## config.mk

```make
export PLATFORM = sky130hd
export DESIGN_NAME = gray_to_rgb565_buffer
export DESIGN_NICKNAME = d
export VERILOG_FILES = /design/src/rtl/gray_to_rgb565_buffer_pkg.sv /design/src/rtl/gray_to_rgb565_buffer_gray8.sv /design/src/rtl/gray_to_rgb565_buffer.sv
export SDC_FILE = /design/constraint.sdc
export NUM_CORES = 1
export LEC_CHECK = 0
export CELL_PAD_IN_SITES_DETAIL_PLACEMENT = 1
export CELL_PAD_IN_SITES_GLOBAL_PLACEMENT = 2
export CORE_MARGIN = 3
export CORE_UTILIZATION = 25
export CTS_CLUSTER_DIAMETER = 30
export DETAILED_ROUTE_END_ITERATION = 6
export GPL_TIMING_DRIVEN = 0
export PLACE_DENSITY = 0.61
export SYNTH_ARGS = -nofsm -noshare
export SYNTH_HDL_FRONTEND = slang
export SYNTH_SLANG_ARGS = --single-unit
```

## constraint.sdc

```tcl
create_clock -name clock -period 3.2 [get_ports clock]
set_input_delay 0.8 -clock clock [delete_from_list [all_inputs] [get_ports clock]]
set_output_delay 0.8 -clock clock [all_outputs]
set_load 0.03 [all_outputs]
```

## src/rtl/gray_to_rgb565_buffer_pkg.sv

```systemverilog
// gray_to_rgb565_buffer_pkg: opcodes, FIFO geometry and status-word layout shared by the
// buffer and its users.
package gray_to_rgb565_buffer_pkg;
   typedef enum logic [1:0] {
      OP_PUSH   = 2'd0,
      OP_POP    = 2'd1,
      OP_STATUS = 2'd2,
      OP_CLEAR  = 2'd3
   } op_e;
   localparam int FIFO_DEPTH     = 16;
   localparam int PTR_W          = $clog2(FIFO_DEPTH);
   localparam int CNT_W          = PTR_W + 1;
   localparam int PUSH_BYTES     = 4;
   localparam int POP_PIXELS     = 2;
   localparam int PUSH_MAX_CNT   = FIFO_DEPTH - PUSH_BYTES;
   localparam int STATUS_OVF_BIT = 8;
   localparam int STATUS_UNF_BIT = 9;
   function automatic logic [31:0] status_word(input logic unf, input logic ovf,
                                               input logic [CNT_W-1:0] cnt);
      logic [31:0] w;
      w                 = '0;
      w[STATUS_UNF_BIT] = unf;
      w[STATUS_OVF_BIT] = ovf;
      w[CNT_W-1:0]      = cnt;
      return w;
   endfunction
endpackage

```

## src/rtl/gray_to_rgb565_buffer_gray8.sv

```systemverilog
// gray8_to_rgb565: replicates an 8-bit gray level into RGB565 by pure bit selection.
module gray8_to_rgb565 (
   input  logic [7:0]  gray,
   output logic [15:0] rgb
);
   assign rgb = {gray[7:3], gray[7:2], gray[7:3]};
endmodule

```

## src/rtl/gray_to_rgb565_buffer.sv

```systemverilog
// gray_to_rgb565_buffer: custom-instruction gray-pixel FIFO; PUSH packs four gray bytes,
// POP returns two RGB565 pixels, with sticky over/underflow flags and fixed latency 1.
module gray_to_rgb565_buffer
   import gray_to_rgb565_buffer_pkg::*;
#(
   parameter logic [7:0] customInstructionID = 8'd0
) (
   input  logic        clock,
   input  logic        reset,
   input  logic        start,
   input  logic [31:0] valueA,
   input  logic [31:0] valueB,
   input  logic [7:0]  isId,
   output logic        done,
   output logic [31:0] result
);
   logic [7:0]       mem_q [FIFO_DEPTH];
   logic [7:0]       mem_d [FIFO_DEPTH];
   logic [PTR_W-1:0] wr_q, wr_d, rd_q, rd_d;
   logic [CNT_W-1:0] cnt_q, cnt_d;
   logic             ovf_q, ovf_d, unf_q, unf_d, done_q, done_d;
   logic [31:0]      result_q, result_d;
   logic [15:0]      rgb0, rgb1;
   logic             accept;
   op_e              op;
   logic             unused_b;

   assign unused_b = ^valueB[31:2];
   assign accept   = start && (isId == customInstructionID);
   assign op       = op_e'(valueB[1:0]);

   gray8_to_rgb565 u_rgb0 (.gray(mem_q[rd_q]),                .rgb(rgb0));
   gray8_to_rgb565 u_rgb1 (.gray(mem_q[rd_q + PTR_W'(1)]),    .rgb(rgb1));

   always_comb begin
      mem_d    = mem_q;
      wr_d     = wr_q;
      rd_d     = rd_q;
      cnt_d    = cnt_q;
      ovf_d    = ovf_q;
      unf_d    = unf_q;
      done_d   = accept;
      result_d = '0;
      if (accept) begin
         unique case (op)
            OP_PUSH: begin
               if (cnt_q <= CNT_W'(PUSH_MAX_CNT)) begin
                  for (int k = 0; k < PUSH_BYTES; k++)
                     mem_d[wr_q + PTR_W'(k)] = valueA[8*k +: 8];
                  wr_d  = wr_q + PTR_W'(PUSH_BYTES);
                  cnt_d = cnt_q + CNT_W'(PUSH_BYTES);
               end else begin
                  ovf_d    = 1'b1;
                  result_d = 32'h1;
               end
            end
            OP_POP: begin
               if (cnt_q >= CNT_W'(POP_PIXELS)) begin
                  rd_d     = rd_q + PTR_W'(POP_PIXELS);
                  cnt_d    = cnt_q - CNT_W'(POP_PIXELS);
                  result_d = {rgb1, rgb0};
               end else begin
                  unf_d = 1'b1;
               end
            end
            OP_STATUS: begin
               // report flags as they were, then clear them on this same edge
               result_d = status_word(unf_q, ovf_q, cnt_q);
               ovf_d    = 1'b0;
               unf_d    = 1'b0;
            end
            OP_CLEAR: begin
               wr_d  = '0;
               rd_d  = '0;
               cnt_d = '0;
               ovf_d = 1'b0;
               unf_d = 1'b0;
            end
         endcase
      end
   end

   always_ff @(posedge clock or negedge reset) begin
      if (!reset) begin
         wr_q     <= '0;
         rd_q     <= '0;
         cnt_q    <= '0;
         ovf_q    <= 1'b0;
         unf_q    <= 1'b0;
         done_q   <= 1'b0;
         result_q <= '0;
      end else begin
         wr_q     <= wr_d;
         rd_q     <= rd_d;
         cnt_q    <= cnt_d;
         ovf_q    <= ovf_d;
         unf_q    <= unf_d;
         done_q   <= done_d;
         result_q <= result_d;
      end
   end

   // pixel storage is not reset; pointers and count define what is valid
   always_ff @(posedge clock) begin
      mem_q <= mem_d;
   end

   assign done   = done_q;
   assign result = result_q;
endmodule

```

==> results.json, run 1 <==
{
  "vias": 3545,
  "mi_logic_area_um2": 2000,
  "comb_share_pct": 26.4,
  "fin_hold_ws_ns": 0.439,
  "peakVddDrop_uv": 261,
  "grt_use_met2_pct": 21.4,
  "flops": 127,
  "final_cells": 813,
  "rsz0062_at_grt": "no",
  "drive_gt1_share_pct": 19.0,
  "inverters": 9,
  "cts_setup_buffers": 0,
  "final_cell_mix": "98 x and2_1, 96 x edfxtp_1, 68 x clkdlybuf4s50_1",
  "antenna_cells": 0,
  "grt_max_degree": 32,
  "status": "completed",
  "drt_iter0_markers": 232,
  "overflow": 0,
  "warnings": 74,
  "ys_seq_share_pct": 62.0,
  "reg2reg_to": "mem_q[101]$_DFFE_PP_",
  "cts-root-buf": "clkbuf_16",
  "first_pass_iters": 4
}
## run 1: cell usage after synthesis (all sizes together), types with 2 or more instances
master / number / share of area, %
and2: 102 / 11
edfxtp: 96 / 49
dfrtp: 31 / 13
buf: 27 / 3.4
mux4: 24 / 9.2
ha: 14 / 3.0
nor2: 13 / 0.83
mux2i: 10 / 1.7
inv: 9 / 0.57
nand2: 9 / 0.70
o21ai: 8 / 0.68
a21oi: 6 / 0.51
clkbuf: 6 / 0.38
nand2b: 4 / 0.47
nand3: 3 / 0.25
a211o: 2 / 0.30
a21o: 2 / 0.25
a311oi: 2 / 0.30
a31o: 2 / 0.30
mux2: 2 / 0.38
nand4: 2 / 0.21
nor2b: 2 / 0.34
nor3: 2 / 0.17
nor4: 2 / 0.42
## run 1: worst max-delay path by stage
stage	startpoint	end	slack, ns	depth (start not counted)
6_report	isId[5]	mem_q[101]$_DFFE_PP_	0.14	5
5_1_grt	isId[5]	mem_q[101]$_DFFE_PP_	0.002	5
4_1_cts	isId[5]	mem_q[19]$_DFFE_PP_	0.03	5
3_5_place_dp	isId[5]	mem_q[39]$_DFFE_PP_	-0.89	5
3_3_place_gp	isId[5]	mem_q[7]$_DFFE_PP_	-0.82	5
2_1_floorplan	isId[5]	mem_q[10]$_DFFE_PP_	0.56	4
## run 1: metrics by stage
step                      TNS (ns)  worst slack [ns]  instance area, um^2  power (mW)
after global routing             0           0.00227                 7570        4.35
after detailed placement    -74.76            -0.889                 6980        2.31
after floorplan                  0             0.557                 5900        2.09
after global placement      -68.04            -0.815                 6990        2.30
after CTS                        0            0.0330                 7560        4.24
final                            0             0.141                 7570        4.19
## run 1: sequential cells by signal (all words and copies together) (netlist names)
name,count
cnt_q,4
done,1
mem_q,96
ovf_q,1
rd_q,3
result,19
unf_q,1
wr_q,2
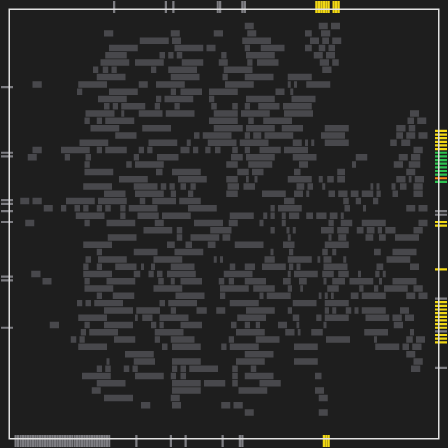
Figure 1: run 1, pin map.
Pins as bars across the die edge, other pins in gray.
orange -> `start`  # pins 1, direction input, edge right
green -> `isId`  # pins 8, direction input, edge right
yellow -> `result`  # pins 32, direction output, edge 20 right, 9 top, 3 bottom
all pins by edge = 48 bottom, 34 right, 16 top, 10 left
number of port buffers: 69
DIE WIDTH: 160 um
die y size: 160 um

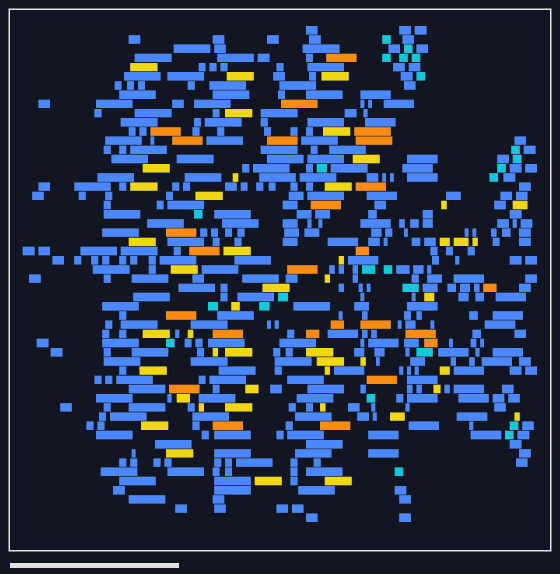
Figure 2: run 1, cells by drive strength.
Scale bar: 50 um.
blue -> x1 and smaller  # cells 405
orange -> x6 and larger  # cells 25
yellow -> x2  # cells 46
cyan -> x3 and x4  # cells 24

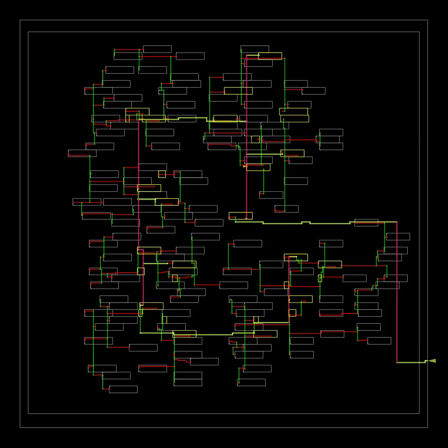
Figure 3: run 1, the clock network.
clock group power: 1.92 mW
Worst Clk Skew: 0.0144 ns
Latency at later pin: 0.42 ns
CTS buffer count: 17
Clock buffer cells: 19

Figure 4. Clock wires, drivers and flops (run 1).
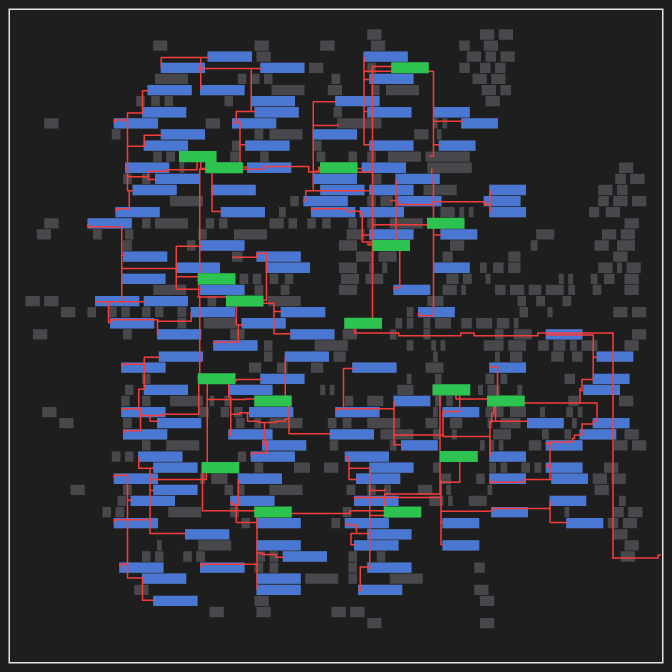

## Run 2: what changed since run 1
--- a/config.mk
+++ b/config.mk
@@ -8,11 +8,11 @@
 export CELL_PAD_IN_SITES_DETAIL_PLACEMENT = 1
 export CELL_PAD_IN_SITES_GLOBAL_PLACEMENT = 2
 export CORE_MARGIN = 3
-export CORE_UTILIZATION = 25
+export CORE_UTILIZATION = 37
 export CTS_CLUSTER_DIAMETER = 30
 export DETAILED_ROUTE_END_ITERATION = 6
 export GPL_TIMING_DRIVEN = 0
-export PLACE_DENSITY = 0.61
+export PLACE_DENSITY = 0.84
 export SYNTH_ARGS = -nofsm -noshare
 export SYNTH_HDL_FRONTEND = slang
 export SYNTH_SLANG_ARGS = --single-unit
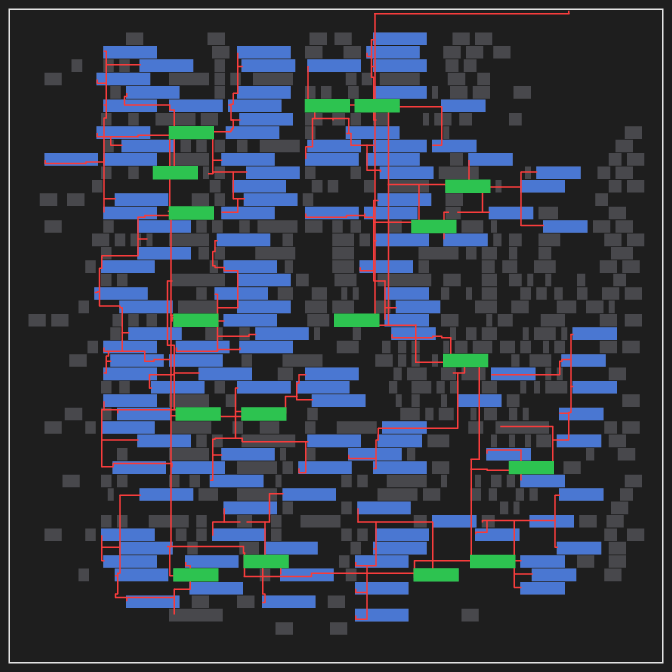
Figure 5: run 2, clock wires, drivers and flops.
blue -> flip-flops  # count 127
green -> clock-net drivers  # count 17
red -> clock wires  # length 1520 um
routed clock nets = 18
flops lie = spread over the die
power share of the clock group: 47.9%
Worst Clk Skew: 0.0184 ns
clock group power: 2.08 mW

==> run 2 against run 1 <==
Clock skew rose by 0.0040 ns. Critical path depth did not move. Die size fell by 31%. Largest power group unchanged. Non-clock buffer count did not move.
==> results.json, run 2 <==
{
  "status": "completed",
  "tritoncts": "done",
  "die_x_um": 132,
  "power.total_mw": 4.34,
  "final_cells": 712,
  "top_cell": "and2_1",
  "vias": 3593,
  "common_cells": "102 x and2_1, 96 x edfxtp_1, 31 x dfrtp_1, 24 x mux4_2",
  "rsz0062_at_grt": "no",
  "die_h_um": 132,
  "fin_hold_ws_ns": 0.435,
  "top_cell_area_share_pct": 48.8,
  "synthTopCellsByArea": "edfxtp_1 49%, dfrtp_1 13%, and2_1 11%",
  "cts_setup_buffers": 0,
  "overflow": 0,
  "final_cell_mix": "98 x and2_1, 96 x edfxtp_1, 68 x clkdlybuf4s50_1",
  "antenna_cells": 0,
  "setup_ws_ns": 0.220,
  "largest_reg_flops": 96,
  "warnings": 74,
  "grt_max_degree": 32,
  "fin_area_um2": 7510,
  "portBuffers": 69,
  "ys_seq_share_pct": 62.0,
  "ant_nets": 0,
  "fin_setup_tns_ns": 0,
  "hold_path_class": "input port to asynchronous set/reset pin",
  "cts-root-buf": "clkbuf_16",
  "first_pass_iters": 4,
  "tightest_slew_ns": 0.713,
  "drive_gt1_share_pct": 19.4,
  "seq_area_um2": 3660,
  "dp_slack_ns": -0.680,
  "drt_iter0_markers": 301,
  "clkLatencyLatePin_ns": 0.42,
  "cts_buffers": 17,
  "yosysCellCount": 400
}
-- run 2: cell counts after synthesis --
No cell type changed its count.
-- run 2: per-layer routing --
metal  track usage [%]  share of wire, %
met5                 0                 0
met4              7.04               1.7
met3              4.08               4.1
met2              29.6                52
met1              21.3                42
-- run 2: worst paths after layout --
path / end / start / cells past startpoint / slack (ns)
max reg2reg: mem_q[99]$_DFFE_PP_ / cnt_q[2]$_DFFE_PN0P_ / 5 / 0.53
max in group asynchronous: result[28]$_DFF_PN0_ / reset / 1 / 2.31
max: mem_q[99]$_DFFE_PP_ / isId[5] / 5 / 0.22
min in group clock: ovf_q$_DFFE_PN0P_ / ovf_q$_DFFE_PN0P_ / 2 / 0.54
min: result[13]$_DFF_PN0_ / reset / 1 / 0.44
min reg2reg: ovf_q$_DFFE_PN0P_ / ovf_q$_DFFE_PN0P_ / 2 / 0.54
-- run 2: cell type report --
class                      instances  area share [%]
clock buffer                      18            5.72
timing repair buffer              69            9.13
inverter                           9           0.450
tap                              211            3.52
multi-input combinational        231            26.6
sequential                       127            48.7
buffer                            33            2.97
clock inverter                    14            2.88
-- run 2: power by group through the flow --
stage | Clock, mW | Combinational [mW] | Sequential (mW)
after global routing | 2.19 | 0.466 | 1.84
after global placement | 0 | 0.408 | 1.87
after floorplan | 0 | 0.224 | 1.87
after CTS | 2.11 | 0.430 | 1.84
final | 2.08 | 0.423 | 1.84
after detailed placement | 0 | 0.425 | 1.87
-- run 2: kinds of logic after synthesis --
| group | share of synthesized area [%] |
|---|---|
| flip-flops | 62.0 |
| buffers and inverters | 4.34 |
| multiplexers | 11.2 |
| adder cells (fa/ha/maj) | 2.97 |
| AND/OR/NAND/NOR | 15.2 |
| AND-OR/OR-AND | 4.28 |
Figure 6. Cells by drive strength (run 2).
Scale bar: 50 um.
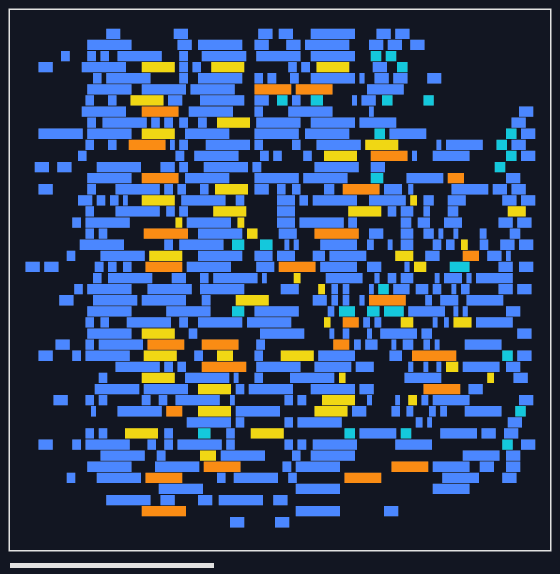

## Run 3: what changed since run 2
--- a/config.mk
+++ b/config.mk
@@ -11,8 +11,7 @@
 export CORE_UTILIZATION = 37
 export CTS_CLUSTER_DIAMETER = 30
 export DETAILED_ROUTE_END_ITERATION = 6
-export GPL_TIMING_DRIVEN = 0
-export PLACE_DENSITY = 0.84
+export PLACE_DENSITY = 0.86
 export SYNTH_ARGS = -nofsm -noshare
 export SYNTH_HDL_FRONTEND = slang
 export SYNTH_SLANG_ARGS = --single-unit
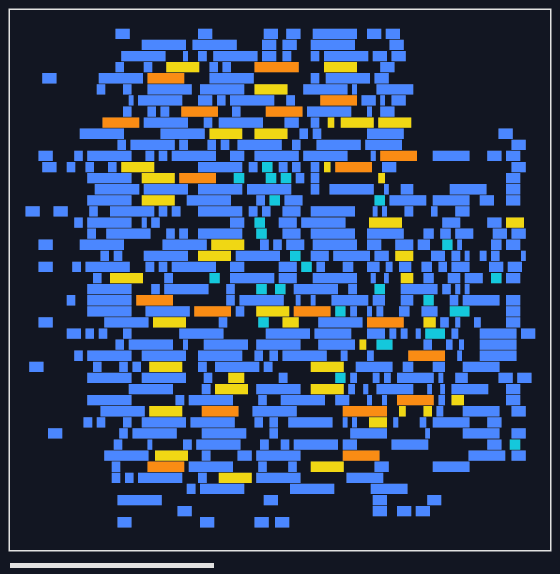
Figure 7: run 3, cells by drive strength.
Scale bar: 50 um.
cyan -> x3 and x4  # cells 24
orange -> x6 and larger  # cells 19
blue -> x1 and smaller  # cells 406
yellow -> x2  # cells 38

==> run 3 against run 2 <==
Largest power group is now sequential cells. Utilization fell by 1.2 points. Combinational power fell by 4.7%. Critical endpoint is now mem_q[62]$_DFFE_PP_. Setup slack improved by 0.43 ns.
==> results.json, run 3 <==
{
  "status": "completed",
  "r2r_cells": 7,
  "use_met1_pct": 20.5,
  "die_h_um": 132,
  "postPlaceCellArea_um2": 6790,
  "peakVddDrop_uv": 402,
  "fin_area_um2": 7330,
  "met3_usage_pct": 4.39,
  "reg2reg_from": "cnt_q[2]$_DFFE_PN0P_",
  "rsz0062_at_grt": "no",
  "routed.top_layer": "met4",
  "cts-root-buf": "clkbuf_16",
  "ys_seq_share_pct": 62.0,
  "synthTopCellsByArea": "edfxtp_1 49%, dfrtp_1 13%, and2_1 11%",
  "drive_gt1_share_pct": 16.6,
  "vias": 3544,
  "overflow": 0,
  "warnings": 74,
  "grt_max_degree": 32,
  "first_pass_iters": 6,
  "drt_iter0_markers": 213,
  "clock_skew_ns": 0.00573,
  "busiest_layer": "met2",
  "top_register": "mem_q",
  "clkLatencyLatePin_ns": 0.41,
  "final_cell_mix": "102 x and2_1, 96 x edfxtp_1, 69 x clkdlybuf4s50_1",
  "final_cells": 698,
  "top_area_cell": "edfxtp_1",
  "seq_area_um2": 3660,
  "hp-start": "ovf_q$_DFFE_PN0P_"
}
## run 3: layout make-up
| cell class | count | area share [%] |
|---|---|---|
| sequential | 127 | 49.9 |
| tap | 211 | 3.60 |
| clock buffer | 19 | 5.91 |
| multi-input combinational | 231 | 27.2 |
| inverter | 9 | 0.461 |
| timing repair buffer | 90 | 11.6 |
| clock inverter | 11 | 1.37 |
## run 3: logic make-up (layout without fill, tap and decap cells)
group	count (synthesis)	count (layout)	share of synthesized area [%]
adder cells (fa/ha/maj)	14	14	2.97
buffers and inverters	42	129	4.34
AND/OR/NAND/NOR	146	146	15.2
AND-OR/OR-AND	35	35	4.28
multiplexers	36	36	11.2
flip-flops	127	127	62.0
## run 3: how the worst max path moves through the flow
stage	startpoint	slack, ns	endpoint	cells past startpoint
final	isId[5]	0.65	mem_q[62]$_DFFE_PP_	7
after global routing	isId[5]	0.52	mem_q[29]$_DFFE_PP_	7
after CTS	isId[5]	0.65	mem_q[62]$_DFFE_PP_	7
after detailed placement	isId[5]	0.23	mem_q[61]$_DFFE_PP_	7
after global placement	isId[5]	0.31	mem_q[26]$_DFFE_PP_	7
after floorplan	isId[5]	0.56	mem_q[10]$_DFFE_PP_	4
## run 3: power breakdown
| part | internal, mW | switching, mW |
|---|---|---|
| registers | 1.82 | 0.0186 |
| logic | 0.181 | 0.222 |
| clock network | 1.12 | 0.659 |
| total | 3.12 | 0.899 |
## run 3: through the flow
step | hold WS, ns | power [mW] | setup slack [ns] | utilization, %
floorplan | 0.501 | 2.09 | 0.557 | -
global placement | 0.521 | 2.26 | 0.307 | 44.0
detailed placement | 0.520 | 2.28 | 0.225 | 44.0
CTS | 0.549 | 4.06 | 0.645 | 47.5
global route | 0.586 | 4.17 | 0.523 | 47.5
finish | 0.541 | 4.02 | 0.647 | 47.5
Power is estimated from default activity; no workload was simulated.
